Figure 1. Sequential cells grouped by signal name.
(6 px per um) Other sequential cells in the stronger gray, the rest of the logic in the fainter gray.
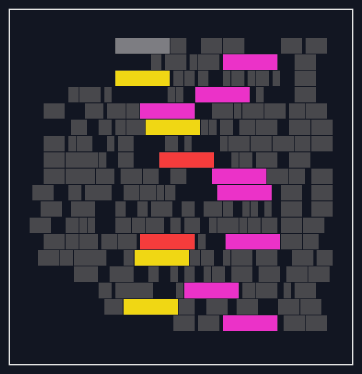
Figure 2. Cell density map.
(6 px per um) 11 x 12 tiles, from black (low) to pale yellow (high), 0 to 100% covered.
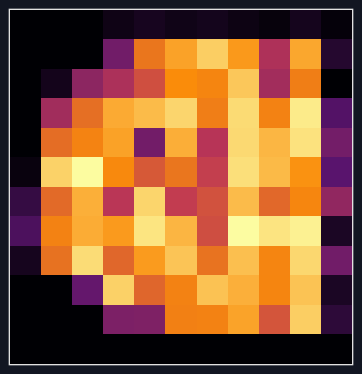
Figure 3. Clock nets.
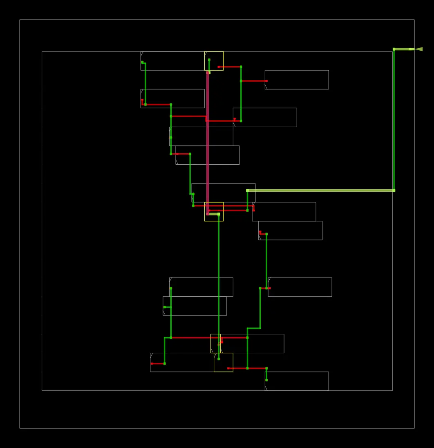
## src/rtl/dff_arb_pkg.sv

```systemverilog
// Shared types and helpers for the round-robin write arbiter.
// Pointer widths are derived with clog2; wdata slicing is centralised in slice_lo.
package dff_arb_pkg;

  typedef enum logic {
    IDLE  = 1'b0,
    GRANT = 1'b1
  } state_t;

  // A single requester still needs a one-bit pointer/counter.
  function automatic int ptr_width(input int n);
    return (n > 1) ? $clog2(n) : 1;
  endfunction

  function automatic int slice_lo(input int idx, input int width);
    return idx * width;
  endfunction

endpackage

```

## src/rtl/dff_write_arbiter_rr_pick.sv

```systemverilog
// Combinational rotating-priority encoder: first unmasked request at or above
// i_ptr (mod NREQ), returned one-hot with a valid flag.
import dff_arb_pkg::*;

module rr_pick #(
  parameter int NREQ = 4,
  parameter int PW   = ptr_width(NREQ)
) (
  input  logic [NREQ-1:0] i_req,
  input  logic [NREQ-1:0] i_mask,
  input  logic [PW-1:0]   i_ptr,
  output logic [NREQ-1:0] o_pick,
  output logic            o_valid
);

  logic [NREQ-1:0]   w_eff;
  logic [2*NREQ-1:0] w_dbl;
  logic [NREQ-1:0]   w_rot;
  logic [NREQ-1:0]   w_first;
  logic [2*NREQ-1:0] w_back;

  assign w_eff = i_req & ~i_mask;

  // Rotate so that bit 0 is the ptr position, take the lowest set bit, rotate back.
  assign w_dbl = {w_eff, w_eff} >> i_ptr;
  assign w_rot = w_dbl[NREQ-1:0];

  always_comb begin
    w_first = '0;
    for (int k = NREQ - 1; k >= 0; k--) begin
      if (w_rot[k]) begin
        w_first    = '0;
        w_first[k] = 1'b1;
      end
    end
  end

  assign w_back  = {w_first, w_first} << i_ptr;
  assign o_pick  = w_back[2*NREQ-1:NREQ];
  assign o_valid = |w_eff;

endmodule

```

## src/rtl/dff_write_arbiter.sv

```systemverilog
// Round-robin write arbiter owning a shared WIDTH-bit register.
// Optional lock/hold feature is compiled in with ARB_LOCK_EN.
import dff_arb_pkg::*;

module dff_write_arbiter #(
  parameter int NREQ  = 4,
  parameter int WIDTH = 8
`ifdef ARB_LOCK_EN
  , parameter int MAX_HOLD = 4
`endif
) (
  input  logic                  i_clk,
  input  logic                  i_rst_n,
  input  logic [NREQ-1:0]       i_req,
  input  logic [NREQ*WIDTH-1:0] i_wdata,
`ifdef ARB_LOCK_EN
  input  logic [NREQ-1:0]       i_lock,
`endif
  output logic [NREQ-1:0]       o_grant,
  output logic [WIDTH-1:0]      o_data_out,
  output logic                  o_busy,
  output logic                  o_dbg_state
);

  localparam int PW = ptr_width(NREQ);

  state_t           r_state;
  logic [NREQ-1:0]  r_grant;
  logic [WIDTH-1:0] r_data;
  logic [PW-1:0]    r_ptr;

  logic [NREQ-1:0]  w_mask;
  logic [NREQ-1:0]  w_pick;
  logic             w_valid;
  logic [PW-1:0]    w_gidx;
  logic [PW-1:0]    w_ptr_next;
  logic [WIDTH-1:0] w_slot [NREQ];
  logic [WIDTH-1:0] w_gdata;
  logic             w_hold;

  // The current grantee is excluded from the next decision for exactly one cycle.
  assign w_mask = (r_state == GRANT) ? r_grant : '0;

  rr_pick #(
    .NREQ (NREQ),
    .PW   (PW)
  ) u_pick (
    .i_req   (i_req),
    .i_mask  (w_mask),
    .i_ptr   (r_ptr),
    .o_pick  (w_pick),
    .o_valid (w_valid)
  );

  for (genvar gi = 0; gi < NREQ; gi++) begin : g_slot
    assign w_slot[gi] = i_wdata[slice_lo(gi, WIDTH) +: WIDTH];
  end

  always_comb begin
    w_gidx  = '0;
    w_gdata = '0;
    for (int i = 0; i < NREQ; i++) begin
      if (r_grant[i]) begin
        w_gidx  = PW'(i);
        w_gdata = w_slot[i];
      end
    end
  end

  assign w_ptr_next = (w_gidx == PW'(NREQ - 1)) ? '0 : w_gidx + PW'(1);

`ifdef ARB_LOCK_EN
  localparam int HW = ptr_width(MAX_HOLD + 1);
  logic [HW-1:0] r_hold;

  assign w_hold = (r_state == GRANT) && ((i_lock & r_grant) != '0)
                  && (int'(r_hold) < MAX_HOLD - 1);

  // Counts repeat grants to the same requester; any other outcome clears it.
  always_ff @(posedge i_clk or negedge i_rst_n) begin
    if (!i_rst_n) begin
      r_hold <= '0;
    end else if (w_hold) begin
      r_hold <= r_hold + HW'(1);
    end else begin
      r_hold <= '0;
    end
  end
`else
  assign w_hold = 1'b0;
`endif

  always_ff @(posedge i_clk or negedge i_rst_n) begin
    if (!i_rst_n) begin
      r_state <= IDLE;
      r_grant <= '0;
      r_data  <= '0;
      r_ptr   <= '0;
    end else begin
      if (r_state == GRANT) begin
        r_data <= w_gdata;
        r_ptr  <= w_ptr_next;
      end
      if (w_hold) begin
        r_state <= GRANT;
      end else if (w_valid) begin
        r_state <= GRANT;
        r_grant <= w_pick;
      end else begin
        r_state <= IDLE;
        r_grant <= '0;
      end
    end
  end

  assign o_grant     = r_grant;
  assign o_data_out  = r_data;
  assign o_busy      = |r_grant;
  assign o_dbg_state = (r_state == GRANT);

endmodule

```

## config.mk

```make
export PLATFORM = sky130hd
export DESIGN_NAME = dff_write_arbiter
export DESIGN_NICKNAME = d
export VERILOG_FILES = /design/src/rtl/dff_arb_pkg.sv /design/src/rtl/dff_write_arbiter_rr_pick.sv /design/src/rtl/dff_write_arbiter.sv
export SDC_FILE = /design/constraint.sdc
export NUM_CORES = 1
export LEC_CHECK = 0
export CAP_MARGIN = 20
export CORE_AREA = 3 3 54 56
export DETAILED_ROUTE_END_ITERATION = 16
export DIE_AREA = 0 0 57 59
export GPL_TIMING_DRIVEN = 0
export PLACE_DENSITY = 0.84
export SYNTH_ARGS = -nofsm -noshare
export SYNTH_HDL_FRONTEND = slang
export SYNTH_SLANG_ARGS = --single-unit
```

## constraint.sdc

```tcl
create_clock -name i_clk -period 3.82 [get_ports i_clk]
set_clock_uncertainty 0.15 [all_clocks]
set_input_delay 0.764 -clock i_clk [delete_from_list [all_inputs] [get_ports i_clk]]
set_output_delay 0.764 -clock i_clk [all_outputs]
set_load 0.05 [all_outputs]
```

==> impl_metrics.env <==
# yosys + openroad results
export IMPL_power_leakage_nw=0.657
export IMPL_ys_cells=122
export IMPL_dpl_instance_area_sq_um=1640
export IMPL_cts_max_level=1
export IMPL_antenna_found_initial=0
export IMPL_postCtsSetupRepairBufs=0
export IMPL_cts_hold_buffers=0
export IMPL_num_nets_final=216
export IMPL_maxCapViolations=0
export IMPL_totalWireLength_mm=3.46
export IMPL_drv_slew=0
export IMPL_grt_pass1_wl_mm=5.73
export IMPL_chipArea_sq_um=3360
export IMPL_top_layer="met4"
export IMPL_worstPathArrival_ns=2.15
export IMPL_grt_remaining_overflow=0
export IMPL_grt_max_degree=16
export IMPL_cp_max_fo=10
export IMPL_synth_largest_area_cell="dfrtp_1"
export IMPL_placementRows=18
export IMPL_setup_tns_ns=0
export IMPL_core_sq_um=2480
export IMPL_synthTopCellsByArea="dfrtp_1 34%, o211ai_1 8.3%, a221o_1 6.4%"
export IMPL_top_level_ports=52
export IMPL_ys_types=34
export IMPL_grt_busiest_layer="met2"
export IMPL_crit_chain="clkbuf_1 -> nor2_1 -> nand2_1 -> clkdlybuf4s50_1"
export IMPL_final_cells=207
export IMPL_drtAntennaViolNets=0
export IMPL_worstSetupEndpointType="output port"
export IMPL_finalSetupViolCount=0
export IMPL_die_width_um=57
export IMPL_ys_area_sq_um=1090
export IMPL_yosysWarnings=0
export IMPL_netlist_area_sq_um=1090
export IMPL_fp_util=0.440
export IMPL_total_power_mw=1.26
export IMPL_cts_tree="built"
export IMPL_rrSetupSlack_ns=2.17
export IMPL_grt_pass1_vias=1196
export IMPL_first_iter_violations=93
export IMPL_most_common_cell="dfrtp_1"
export IMPL_status="complete, no violations"
export IMPL_crit_type="reg -> out"
export IMPL_clk_pin_slew_ns=0.09
export IMPL_clk_latency_ns=0.28
export IMPL_p_per_area_nw_per_um2=760
export IMPL_clk_path_buf_depth=2
## Picture notes: Figure 1
r_ptr: shown in red, sequential cells 2. o_data_out: shown in magenta, sequential cells 8. o_grant: shown in yellow, sequential cells 4.
Another 1 sequential cells are not colored.

## Picture notes: Figure 2
The emptiest ninth of the die: north-west. The mean over all tiles is 48%. 32% of the tiles are over 75% full. The fullest tile reaches 99%. 21% of the tiles are nearly empty.

## Picture notes: Figure 3
flip-flops: 15
clock buffer count: 4

## worst max-delay path: cells and delay by family (launching register included)
kind / cells / cell delay (ns)
buffers and inverters: 2 / 1.17
flip-flops: 1 / 0.51
AND/OR/NAND/NOR: 2 / 0.17
## logic make-up (layout without fill, tap and decap cells)
family                 after synthesis  in the layout  share of synthesized area
muxes                                8              8                     0.0884
AOI/OAI and AO/OA                   48             48                      0.326
DFF                                 15             15                      0.344
buffers and inverters               15             70                     0.0769
and+or+nand+nor                     36             36                      0.164
## layout make-up
type	count	area, sq um	share of cell area
timing repair buffer	51	510	0.307
multi-input combinational	92	631	0.379
clock buffer	4	26.3	0.0158
inverter	8	43.8	0.0263
tap	30	37.5	0.0226
buffer	7	40.0	0.0241
sequential	15	375	0.226
## stage by stage
stage          hold slack, ns  worst slack [ns]
5_1_grt                 0.431             0.638
3_5_place_dp            0.387              1.08
4_1_cts                 0.399             0.741
2_1_floorplan           0.318              1.45
3_3_place_gp            0.364              1.07
6_report                0.393             0.756
## power by group
part	internal (mW)	switching, mW	total, mW
sequential	0.227	0.0747	0.302
combinational	0.360	0.511	0.871
clock	0.0406	0.0502	0.0908
total	0.628	0.636	1.26
## path summary, 6_finish.rpt
path / start / to / depth (start not counted)
setup / recovery: o_grant[3] / o_busy / 4
hold / removal: o_data_out[2] / o_data_out[2] / 2
setup reg to reg: o_grant[0] / o_data_out[5] / 5
hold reg to reg: o_data_out[2] / o_data_out[2] / 2
max in group asynchronous: i_rst_n / o_data_out[1] / 1
min in group asynchronous: i_rst_n / o_data_out[5] / 1
## state kept, by name, summed over array words and instances (netlist names)
signal / flops
r_ptr: 2
o_data_out: 8
o_grant: 4
o_dbg_state: 1
Power is estimated from default activity; no workload was simulated.
